==> src/rtl/counter_check_reader.sv <==
// ============================================================================
// counter_check_reader
// ----------------------------------------------------------------------------
// Read side of the counter test stream on a 32-bit slave-FIFO bus. Words are
// drained from the FIFO with OE_n/RD_n while FLAG_EMPTY_n shows data. Each
// captured word is checked against an incrementing pattern (previous + 1,
// modulo 2^32). Results are reported on active-low LEDs, a sticky ERROR bit
// and counters, for bring-up of the host-to-device direction.
//
// Parameters
//   READ_LATENCY  cycles from RD_n sampled low to the matching word on DQ
//                 (supported range 1..4)
//   ERR_CNT_W     width of the saturating mismatch counter
//
// Ports
//   PCLK          in   1          clock, all logic on the rising edge
//   RESET         in   1          synchronous, active-high reset
//   FLAG_EMPTY_n  in   1          0 = FIFO empty, 1 = data available
//   DQ            in   32         FIFO read data
//   OE_n          out  1          FIFO output enable, active low
//   RD_n          out  1          FIFO read strobe, one word per low cycle
//   DATA_VALID    out  1          one-cycle pulse per captured word
//   DATA          out  32         last captured word
//   WORD_CNT      out  32         words captured since reset (wraps)
//   ERR_CNT       out  ERR_CNT_W  mismatch count (saturates at all-ones)
//   ERROR         out  1          sticky mismatch flag, cleared by RESET only
//   LED           out  8          active low: ERROR ? 8'h00 : ~DATA[31:24]
// ============================================================================
module counter_check_reader #(
    parameter int READ_LATENCY = 2,
    parameter int ERR_CNT_W    = 16
) (
    input  logic                 PCLK,
    input  logic                 RESET,
    input  logic                 FLAG_EMPTY_n,
    input  logic [31:0]          DQ,
    output logic                 OE_n,
    output logic                 RD_n,
    output logic                 DATA_VALID,
    output logic [31:0]          DATA,
    output logic [31:0]          WORD_CNT,
    output logic [ERR_CNT_W-1:0] ERR_CNT,
    output logic                 ERROR,
    output logic [7:0]           LED
);

    // ------------------------------------------------------------------------
    // Bus-side FSM
    // ------------------------------------------------------------------------
    typedef enum logic [1:0] {
        S_IDLE  = 2'd0,
        S_OE    = 2'd1,
        S_READ  = 2'd2,
        S_DRAIN = 2'd3
    } state_t;

    // DRAIN lasts exactly READ_LATENCY cycles; the counter counts 0..LAT-1.
    localparam logic [2:0] DRAIN_LAST = 3'(READ_LATENCY - 1);

    state_t      r_state;
    state_t      w_state_next;
    logic [2:0]  r_drain_cnt;
    logic [2:0]  w_drain_cnt_next;
    logic        w_oe_n;
    logic        w_rd_strobe;

    always_ff @(posedge PCLK) begin
        if (RESET) begin
            r_state     <= S_IDLE;
            r_drain_cnt <= '0;
        end else begin
            r_state     <= w_state_next;
            r_drain_cnt <= w_drain_cnt_next;
        end
    end

    // The read strobe is gated by the live flag, so no read is ever issued in
    // a cycle where the FIFO reports empty, even mid-burst.
    always_comb begin
        w_state_next     = r_state;
        w_drain_cnt_next = r_drain_cnt;
        w_oe_n           = 1'b1;
        w_rd_strobe      = 1'b0;

        case (r_state)
            S_IDLE: begin
                if (FLAG_EMPTY_n) begin
                    w_state_next = S_OE;
                end
            end

            S_OE: begin
                // One cycle of output enable before the first strobe so the
                // FIFO has turned its bus drivers on.
                w_oe_n       = 1'b0;
                w_state_next = S_READ;
            end

            S_READ: begin
                w_oe_n = 1'b0;
                if (FLAG_EMPTY_n) begin
                    w_rd_strobe = 1'b1;
                end else begin
                    w_state_next     = S_DRAIN;
                    w_drain_cnt_next = '0;
                end
            end

            S_DRAIN: begin
                // Keep OE asserted while words already requested are still
                // arriving on DQ; the flag is deliberately not looked at here.
                w_oe_n           = 1'b0;
                w_drain_cnt_next = r_drain_cnt + 3'd1;
                if (r_drain_cnt == DRAIN_LAST) begin
                    w_state_next     = S_IDLE;
                    w_drain_cnt_next = '0;
                end
            end

            default: begin
                w_state_next = S_IDLE;
            end
        endcase
    end

    assign OE_n = w_oe_n;
    assign RD_n = ~w_rd_strobe;

    // ------------------------------------------------------------------------
    // Read pipeline: one bit per issued strobe, delayed by READ_LATENCY so the
    // tap lines up with the cycle in which the FIFO presents the word.
    // ------------------------------------------------------------------------
    logic [READ_LATENCY-1:0] r_rd_pipe;
    logic                    w_capture;

    generate
        for (genvar gi = 0; gi < READ_LATENCY; gi++) begin : g_rd_pipe
            if (gi == 0) begin : g_head
                always_ff @(posedge PCLK) begin
                    if (RESET) begin
                        r_rd_pipe[gi] <= 1'b0;
                    end else begin
                        r_rd_pipe[gi] <= w_rd_strobe;
                    end
                end
            end else begin : g_stage
                always_ff @(posedge PCLK) begin
                    if (RESET) begin
                        r_rd_pipe[gi] <= 1'b0;
                    end else begin
                        r_rd_pipe[gi] <= r_rd_pipe[gi-1];
                    end
                end
            end
        end
    endgenerate

    assign w_capture = r_rd_pipe[READ_LATENCY-1];

    // ------------------------------------------------------------------------
    // Capture and pattern check
    // ------------------------------------------------------------------------
    logic [31:0]          r_data;
    logic                 r_data_valid;
    logic [31:0]          r_word_cnt;
    logic [31:0]          r_expected;
    logic                 r_seeded;
    logic                 r_error;
    logic [ERR_CNT_W-1:0] r_err_cnt;
    logic [7:0]           r_led;
    logic                 w_mismatch;
    logic                 w_err_cnt_full;

    // The very first word after reset only seeds the expectation.
    assign w_mismatch     = r_seeded && (DQ != r_expected);
    assign w_err_cnt_full = &r_err_cnt;

    always_ff @(posedge PCLK) begin
        if (RESET) begin
            r_data       <= '0;
            r_data_valid <= 1'b0;
            r_word_cnt   <= '0;
            r_expected   <= '0;
            r_seeded     <= 1'b0;
            r_error      <= 1'b0;
            r_err_cnt    <= '0;
        end else begin
            r_data_valid <= w_capture;
            if (w_capture) begin
                r_data     <= DQ;
                r_word_cnt <= r_word_cnt + 32'd1;
                // Always resync to the received word: a single dropped word
                // costs one error instead of an error on every later word.
                // The +1 wraps naturally, so FFFFFFFF -> 00000000 is legal.
                r_expected <= DQ + 32'd1;
                r_seeded   <= 1'b1;
                if (w_mismatch) begin
                    r_error <= 1'b1;
                    if (!w_err_cnt_full) begin
                        r_err_cnt <= r_err_cnt + 1'b1;
                    end
                end
            end
        end
    end

    // LED image is built from the registered status, so it trails DATA/ERROR
    // by one cycle.
    always_ff @(posedge PCLK) begin
        if (RESET) begin
            r_led <= 8'hFF;
        end else begin
            r_led <= r_error ? 8'h00 : ~r_data[31:24];
        end
    end

    assign DATA       = r_data;
    assign DATA_VALID = r_data_valid;
    assign WORD_CNT   = r_word_cnt;
    assign ERR_CNT    = r_err_cnt;
    assign ERROR      = r_error;
    assign LED        = r_led;

endmodule

==> config.mk <==
export PLATFORM = sky130hd
export DESIGN_NAME = counter_check_reader
export DESIGN_NICKNAME = d
export VERILOG_FILES = /design/src/rtl/counter_check_reader.sv
export SDC_FILE = /design/constraint.sdc
export NUM_CORES = 1
export LEC_CHECK = 0
export ABC_CLOCK_PERIOD_IN_PS = 2900
export CAP_MARGIN = 20
export CORE_ASPECT_RATIO = 1.4
export CORE_MARGIN = 2
export CORE_UTILIZATION = 50
export DETAILED_ROUTE_END_ITERATION = 6
export PLACE_DENSITY = 0.78
export SLEW_MARGIN = 25
export SYNTH_ARGS = -nofsm -noshare
export SYNTH_HDL_FRONTEND = slang
export SYNTH_SLANG_ARGS = --single-unit
==> constraint.sdc <==
create_clock -name PCLK -period 2.9 [get_ports PCLK]
set_clock_uncertainty 0.1 [all_clocks]
set_input_delay 0.725 -clock PCLK [delete_from_list [all_inputs] [get_ports PCLK]]
set_output_delay 0.725 -clock PCLK [all_outputs]
set_load 0.05 [all_outputs]
Run 1, metal layers overlaid:
Bar = 20 µm. Two of the layers only.
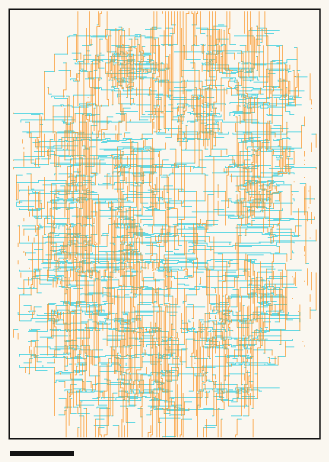
| color | layer | wire length |
|---|---|---|
| orange | metal 2 | 8440 µm |
| cyan | metal 1 | 6160 µm |

Run 1, clock routing:
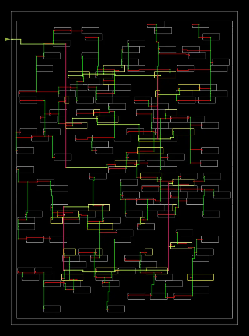
CTS sink cnt: 130
P_clk: 2.20 mW
flop count: 130

Run 1, signal wires on met2:
Bar = 20 µm.
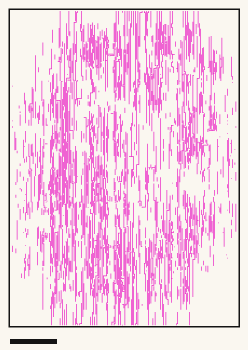
wire length on this layer: 8440 µm
share of all routed wire: 53%

Run 1, floorplan with the power grid:
Bar = 20 µm. Pins as bars on the die edge.
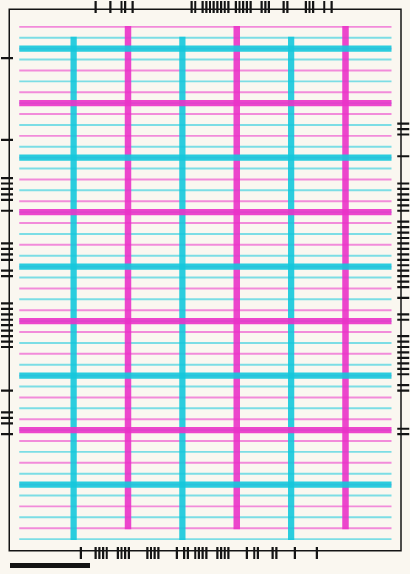
| color | net |
|---|---|
| magenta | VDD |
| cyan | VSS |
met5 straps: 9
signal pins: 127
Die Ht: 134.8 µm
Max VDD drop: 0.3926 mV
core area: 11880 µm²

## run 1: kinds of logic (layout without fill, tap and decap cells)
family | after synthesis | after routing | share of synthesized area, %
xor+xnor | 67 | 67 | 9.609
buf+inv | 52 | 222 | 3.483
fa+ha+maj | 7 | 7 | 1.434
simple gates | 277 | 277 | 24.26
flops | 130 | 130 | 42.61
mux | 46 | 46 | 7.724
compound gates | 98 | 98 | 10.88
## run 1: through the flow
step	instance area (µm²)	hold WS, ns	util [%]	setup WS, ns
detailed placement	7790	0.3323	65.58	-0.1753
CTS	8403	0.3513	70.74	0.2184
floorplan	6107	0.3138	-	0.4530
global route	8403	0.3649	70.74	0.1161
finish	8403	0.3465	70.74	0.2233
global placement	7790	0.3257	65.58	-0.09539
## run 1: report_power, final
part | switching (mW) | internal (mW) | total [mW]
clock network | 0.769 | 1.43 | 2.20
registers | 0.0440 | 1.84 | 1.88
logic | 0.357 | 0.242 | 0.599
## run 1: placed cells by master (no fill, tap or decap), types with 9 or more instances in the layout
master and n:
dfxtp_1 129, clkdlybuf4s50_1 124, nor2_1 91, xor2_1 56
buf_4 53, mux2i_1 37, nand2_1 33, nand3_1 30
nor2b_1 22, a211oi_1 22, a21oi_1 21, nand4_1 20
o21ai_0 18, and3_1 17, clkbuf_16 17, inv_1 13
nor4_1 12, xnor2_1 11, or3_1 9
## run 1: cell usage after synthesis, drive strengths merged (2+ instances only)
cell type	number
dfxtp	130
nor2	91
xor2	56
mux2i	37
nand2	33
nand3	32
a211oi	23
nor2b	22
a21oi	21
clkbuf	20
nand4	20
buf	19
o21ai	19
and3	17
nor4	15
inv	13
xnor2	11
nor3	10
mux2	9
or3	9
o21bai	8
or4	8
a311oi	7
ha	7
a221oi	6
and2	5
nand2b	5
and4	4
o31ai	4
a31oi	3
or3b	2
## run 1: cell type report
type | count | area [µm²]
fill | 937 | 3476
multi-input combinational | 495 | 3292
sequential | 130 | 2606
timing repair buffer | 178 | 1659
clock buffer | 22 | 484.2
tap | 147 | 183.9
clock inverter | 9 | 128.9
inverter | 13 | 48.80
## run 1: critical path: stages
cell and delay [ns]:
clkdlybuf4s50_1 0.62, nand3_2 0.16, or4_4 0.59, nor3_4 0.15, buf_4 0.17, a31oi_1 0.11
a211oi_1 0.34
## run 1: layer usage
| metal | track usage, % | wire [µm] |
|---|---|---|
| met1 | 27.45 | 6164 |
| met4 | 10.96 | 556 |
| met3 | 6.004 | 762 |
| met5 | 0 | 0 |
| met2 | 44.21 | 8444 |
## run 1: worst paths after layout
check,endpoint
max,r_expected[21]
min,w_capture
max reg2reg,r_expected[21]
min reg2reg,w_capture
## run 1: sequential cells by signal, summed over array words and instances, names as in the netlist
name / flops
DATA: 32
DATA_VALID: 1
ERROR: 1
ERR_CNT: 16
LED: 8
WORD_CNT: 32
r_drain_cnt: 3
r_expected: 32
r_rd_pipe: 1
r_seeded: 1
r_state: 2
w_capture: 1
==> impl_metrics.yaml, run 1 <==
# implementation run metrics
placement:
  placedCellCount: 963
  portBuffers: 126
pwr:
  p_leak_nw: 3.124
  power.total_mw: 4.685
worst_setup_path:
  r2r_start: "w_capture"
  critPathRequiredTime_ns: 3.10
  cp-end-kind: "flop"
  startpoint_type: "primary input"
  startpoint: "DQ[3]"
  r2r_setup_slack_ns: 0.55
floorplanning:
  fp_util_pct: 51.41
  die_area_um2: 13130
  fp.dieW_um: 97.41
  ioPinCount: 127
finish:
  nets: 877
  antennaDiodeCount: 0
  syn2layout_area_growth_pct: 37.59
  drive_gt1_share_pct: 12.99
cts:
  cts.clk_slew.worst_paths_ns: 0.06
  tritoncts: "yes"
  htreeDepth: 4
  post_cts_buffers: 0
  cts_made_buffers: 17
  clockBufferDepth: 2
  clk_latency_ns: 0.42
  cts_resized: 0
grt:
  grt-ovfl-total: 0
  grt_pass1_wl_um: 26430
  grt_pass1_vias: 5445
  grt_start_max_net_pins: 69
  track_usage_pct: 24.59
synth:
  yosysTopAreaCell: "dfxtp_1"
  synthTopCellsByArea: "dfxtp_1 (43%), xor2_1 (8.0%), mux2i_1 (6.1%)"
  synth_flops: 130
  ys_chip_area_um2: 6107
final_timing:
  post-route-period-util_pct: 92.30
  worst_pin_slew_ns: 0.7026
  rsz0062_at_grt: "false"
  drv_slew: 0
  slew_headroom_pct: 53.16
hold_path:
  min-delay-start: "r_rd_pipe[0]"
  worstHoldPathCells: 1
outcome:
  outcome: "complete, no violations"
detailed_routing:
  vias_per_cell: 5.632
  routed_wl_um: 15930
==> inputs of run 2 (changes only) <==
--- a/config.mk
+++ b/config.mk
@@ -7,3 +7,3 @@
 export LEC_CHECK = 0
-export ABC_CLOCK_PERIOD_IN_PS = 2900
+export ABC_CLOCK_PERIOD_IN_PS = 3030
 export CAP_MARGIN = 20
==> constraint.sdc (replaced) <==
create_clock -name PCLK -period 3.03 [get_ports PCLK]
set_clock_uncertainty 0.1 [all_clocks]
set_input_delay 0.7575 -clock PCLK [delete_from_list [all_inputs] [get_ports PCLK]]
set_output_delay 0.7575 -clock PCLK [all_outputs]
set_load 0.1 [all_outputs]
==> run 2 against run 1 <==
Die area unchanged. Setup slack better by 0.099 ns. Core utilization down 2.0 points. Synthesized cell count unchanged. Hold slack worse by 0.0079 ns. Flip-flop count unchanged. Critical path depth up 2. Non-clock buffer count down 5. Combinational power up 9.2%. Synthesized area unchanged. Sequential share of layout area up 0.90 points. Sequential power down 4%. Highest routed layer unchanged.
==> impl_metrics.yaml, run 2 <==
# implementation run metrics
cts:
  cts_resized: 0
  post_cts_buffers: 0
worst_setup_path:
  crit_chain: "clkdlybuf4s50_1 > buf_4 > xor2_1 > nor4_1 > nand4_1 > o21ai_2 > buf_4 > nor4b_1 > mux2_2"
  startpoint_type: "primary input"
  cp-end-kind: "flop"
  critPathRequiredTime_ns: 3.23
  crit_top_cell: "buf_4"
  crit_buf_inv: 3
  critPathTopFamily: "buffers and inverters"
  r2r_setup_slack_ns: 0.73
finish:
  lay_top_count: "buf_4"
  antennaDiodeCount: 0
  syn2layout_area_growth_pct: 33.70
  final_cell_mix: "buf_4 (139), dfxtp_1 (129), nor2_1 (91), xor2_1 (56), mux2i_1 (37)"
placement:
  dpl-instance-area_um2: 7525
  placedCellCount: 958
synth:
  synth.most_common_cell: "dfxtp_1"
  synth.top_cells.by_count: "dfxtp_1 (130), nor2_1 (91), xor2_1 (56)"
  synth_flops: 130
detailed_routing:
  routed_wl_um: 15680
final_timing:
  worst_pin_slew_ns: 0.9960
  drv_slew: 0
  slew_headroom_pct: 33.60
  rsz0062_at_grt: "false"
grt:
  grt-ovfl-total: 0
floorplanning:
  die_area_um2: 13130
  ioPinCount: 127
outcome:
  outcome: "complete, no violations"
run 2: cell counts after synthesis:
No cell type changed its count.
run 2: worst reg2reg max path, cell delays in order (launching register included):
cell	delay [ns]
dfxtp_4	0.50
nand4_1	0.25
or3_1	0.44
nor4_2	0.49
nand3_1	0.18
xor2_1	0.18
nor2_1	0.06
run 2: path summary, 6_finish.rpt:
| kind | from | cells past startpoint | to |
|---|---|---|---|
| setup / recovery | DQ[1] | 9 | ERR_CNT[5] |
| hold / removal | r_rd_pipe[0] | 1 | w_capture |
| setup reg to reg | w_capture | 6 | WORD_CNT[31] |
| hold reg to reg | r_rd_pipe[0] | 1 | w_capture |
run 2: area by class of cell:
cell class	count	area (µm²)
Sequential cell	130	2606
Multi-Input combinational cell	495	3292
Clock buffer	18	429.2
Tap cell	147	183.9
Fill cell	947	3714
Inverter	13	48.80
Timing Repair Buffer	173	1394
Clock inverter	14	211.5
run 2: metrics by stage:
step	setup TNS, ns	util (%)	power [mW]
after detailed placement	-0.4692	63.35	2.490
after floorplan	0	-	2.279
after global placement	-0.08617	63.35	2.467
final	0	68.74	4.662
after global routing	0	68.74	4.838
after CTS	0	68.74	4.698
run 2: kinds of logic after synthesis:
| group | count (synthesis) | synth area share, % |
|---|---|---|
| simple gates | 277 | 24.26 |
| compound gates | 98 | 10.88 |
| fa+ha+maj | 7 | 1.434 |
| mux | 46 | 7.724 |
| xor+xnor | 67 | 9.609 |
| buf+inv | 52 | 3.483 |
| flops | 130 | 42.61 |
run 2: power by group:
group / switching [mW] / internal (mW)
combinational: 0.432 / 0.222
clock: 0.748 / 1.46
sequential: 0.0430 / 1.76
total: 1.22 / 3.44
run 2: routing by layer:
| metal | up-vias | share of wire, % | track usage (%) |
|---|---|---|---|
| met1 | 2652 | 39 | 27.85 |
| met3 | 40 | 4.7 | 5.487 |
| met5 | - | 0 | 0 |
| met2 | 188 | 52 | 42.34 |
| met4 | 0 | 3.8 | 11.50 |
| li1 | 2704 | - | - |
Run 2, clock routing:
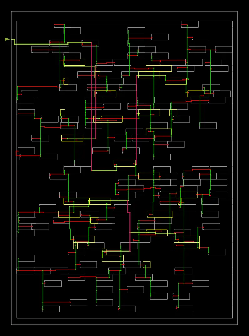
clock buffer count from CTS: 17
P_clk: 2.21 mW
clock buffers: 18
Worst-Skew Late Latency: 0.41 ns

Run 2, signal wires on met2:
Bar = 20 µm.
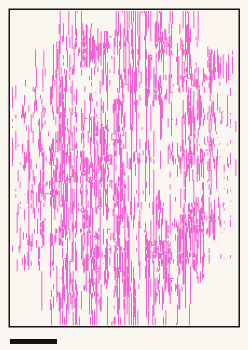
longest straight run: 53.9 µm
main direction: vertical
nets with wire on the layer: 784
share of all routed wire: 52%

Run 2, floorplan with the power grid:
Bar = 20 µm. Pins as bars on the die edge.
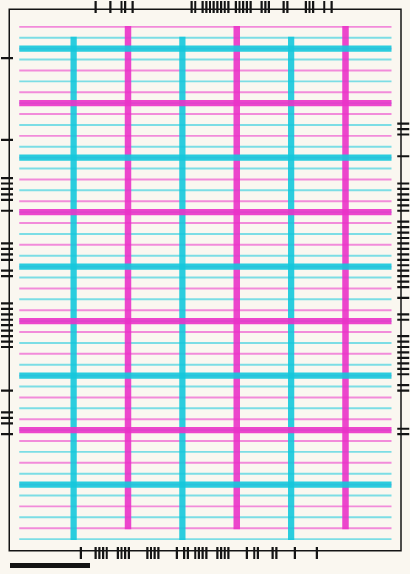
| color | net |
|---|---|
| cyan | VSS |
| magenta | VDD |
rows: 47
met1 rails: 48

==> inputs of run 3 (changes only) <==
Settings changed: RECOVER_POWER set to 100.
Run 3, floorplan with the power grid:
Bar = 20 µm. Pins as bars on the die edge.
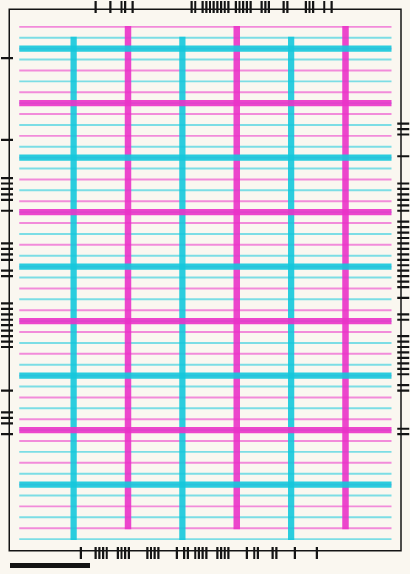
| color | net |
|---|---|
| cyan | VSS |
| magenta | VDD |
met1 rails: 48
rows: 47

Run 3, the metal 3 layer:
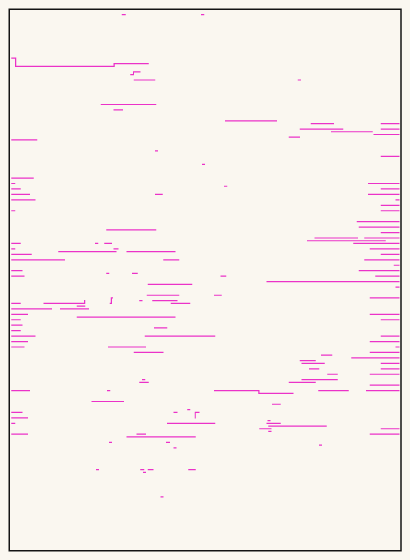
wire length on this layer: 785 µm
main direction: horizontal
longest straight run: 32.9 µm
nets with wire on the layer: 108
share of all routed wire: 5.0%
DRT Wirelength: 15730 µm
grt met3 use: 5.487%
total number of vias: 5589

==> run 3 against run 2 <==
The flow now finishes with violations (capacitance limit, slew limit). Register-to-register slack hardly changed. Maximum frequency is 3.5% lower. Final cell count stayed put. Non-clock buffer count stayed put. Final area is 5.0% lower. Setup slack worse by 0.097 ns. Critical path depth is 1 lower. Core utilization is 3.4 points lower. Routed wire length is 0.33% higher. Synthesized cell count stayed put. Critical path type unchanged. Largest power group unchanged. Highest routed layer unchanged.
==> impl_metrics.yaml, run 3 <==
# implementation run metrics
outcome:
  outcome: "finished with violations"
  violations: "capacitance limit, slew limit"
grt:
  grt_pass1_vias: 5405
  grt_start_max_net_pins: 100
  grt-ovfl-total: 0
  grt_pass1_wl_um: 25810
floorplanning:
  fp.dieH_um: 134.8
  core-area_um2: 11880
  fp_util_pct: 51.41
  fp.dieW_um: 97.41
synth:
  ys_chip_area_um2: 6107
  synth.most_common_cell: "dfxtp_1"
  synthTopCellsByArea: "dfxtp_1 (43%), xor2_1 (8.0%), mux2i_1 (6.1%)"
cts:
  clk_latency_ns: 0.41
  cts_resized: 0
  post_cts_buffers: 0
  tritoncts: "yes"
  htreeDepth: 4
  cts_sinks: 130
placement:
  placedCellCount: 958
  portBuffers: 126
finish:
  syn2layout_area_growth_pct: 27.02
  lay_top_count: "dfxtp_1"
  final_area_um2: 7757
final_timing:
  holdWs_ns: 0.3386
  drv_slew: 100
  rsz0062_at_grt: "false"
pwr:
  power.total_mw: 4.631
  peakVddDrop_mv: 0.3717
  p_leak_nw: 2.863
run:
  cap_viol_max_count: 1
Run 3, clock routing:
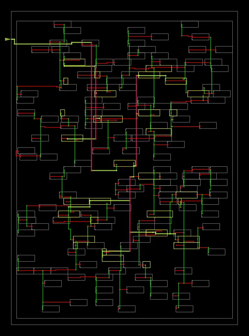

run 3: cells by family (layout without fill, tap and decap cells):
group | after synthesis | after routing | share of synthesized area (%)
adders and majority gates | 7 | 7 | 1.434
AOI/OAI and AO/OA | 98 | 98 | 10.88
DFF | 130 | 130 | 42.61
and+or+nand+nor | 277 | 277 | 24.26
buffers and inverters | 52 | 218 | 3.483
muxes | 46 | 46 | 7.724
xor gates and xnor gates | 67 | 67 | 9.609
run 3: critical path, stage by stage:
cell	delay, ns
dlygate4sd3_1	0.58
ha_1	0.22
nand2_1	0.08
or3b_4	0.41
nor4_4	0.36
buf_4	0.18
a221oi_1	0.06
a311oi_1	0.32
run 3: power breakdown:
group	switching [mW]	leakage (nW)	internal (mW)
Sequential	0.0425	1.05	1.76
Clock	0.750	0.318	1.46
Combinational	0.429	1.50	0.193
Total	1.22	2.86	3.41
run 3: layout make-up:
type	instances	area, µm²
clock inverters	14	211.5
clock buffers	18	429.2
multi-input cells	495	3262
well taps	147	183.9
repair buffers	173	1016
flip-flops and latches	130	2606
fillers	1068	4121
inverters	13	48.80
run 3: final timing paths:
check / to / slack, ns / depth (start not counted) / start
setup / recovery: r_expected[24] / 0.22 / 8 / DQ[0]
hold / removal: w_capture / 0.34 / 1 / r_rd_pipe[0]
setup reg to reg: WORD_CNT[31] / 0.74 / 6 / w_capture
hold reg to reg: w_capture / 0.34 / 1 / r_rd_pipe[0]
run 3: per-stage QoR:
stage               worst slack [ns]  setup TNS [ns]
CTS                           0.3278               0
global placement            -0.02684        -0.08617
detailed placement           -0.1016         -0.4692
finish                        0.2248               0
global route                  0.1114               0
floorplan                     0.2749               0
run 3: metal layers:
metal / vias up / track usage (%) / part of all wire (%) / wire length, µm
li1: 2701 / - / - / -
met1: 2654 / 27.85 / 40 / 6228
met2: 189 / 42.34 / 52 / 8112
met3: 45 / 5.487 / 5.0 / 784
met4: 0 / 11.50 / 3.9 / 608
met5: - / 0 / 0 / 0
Power is estimated from default activity; no workload was simulated.
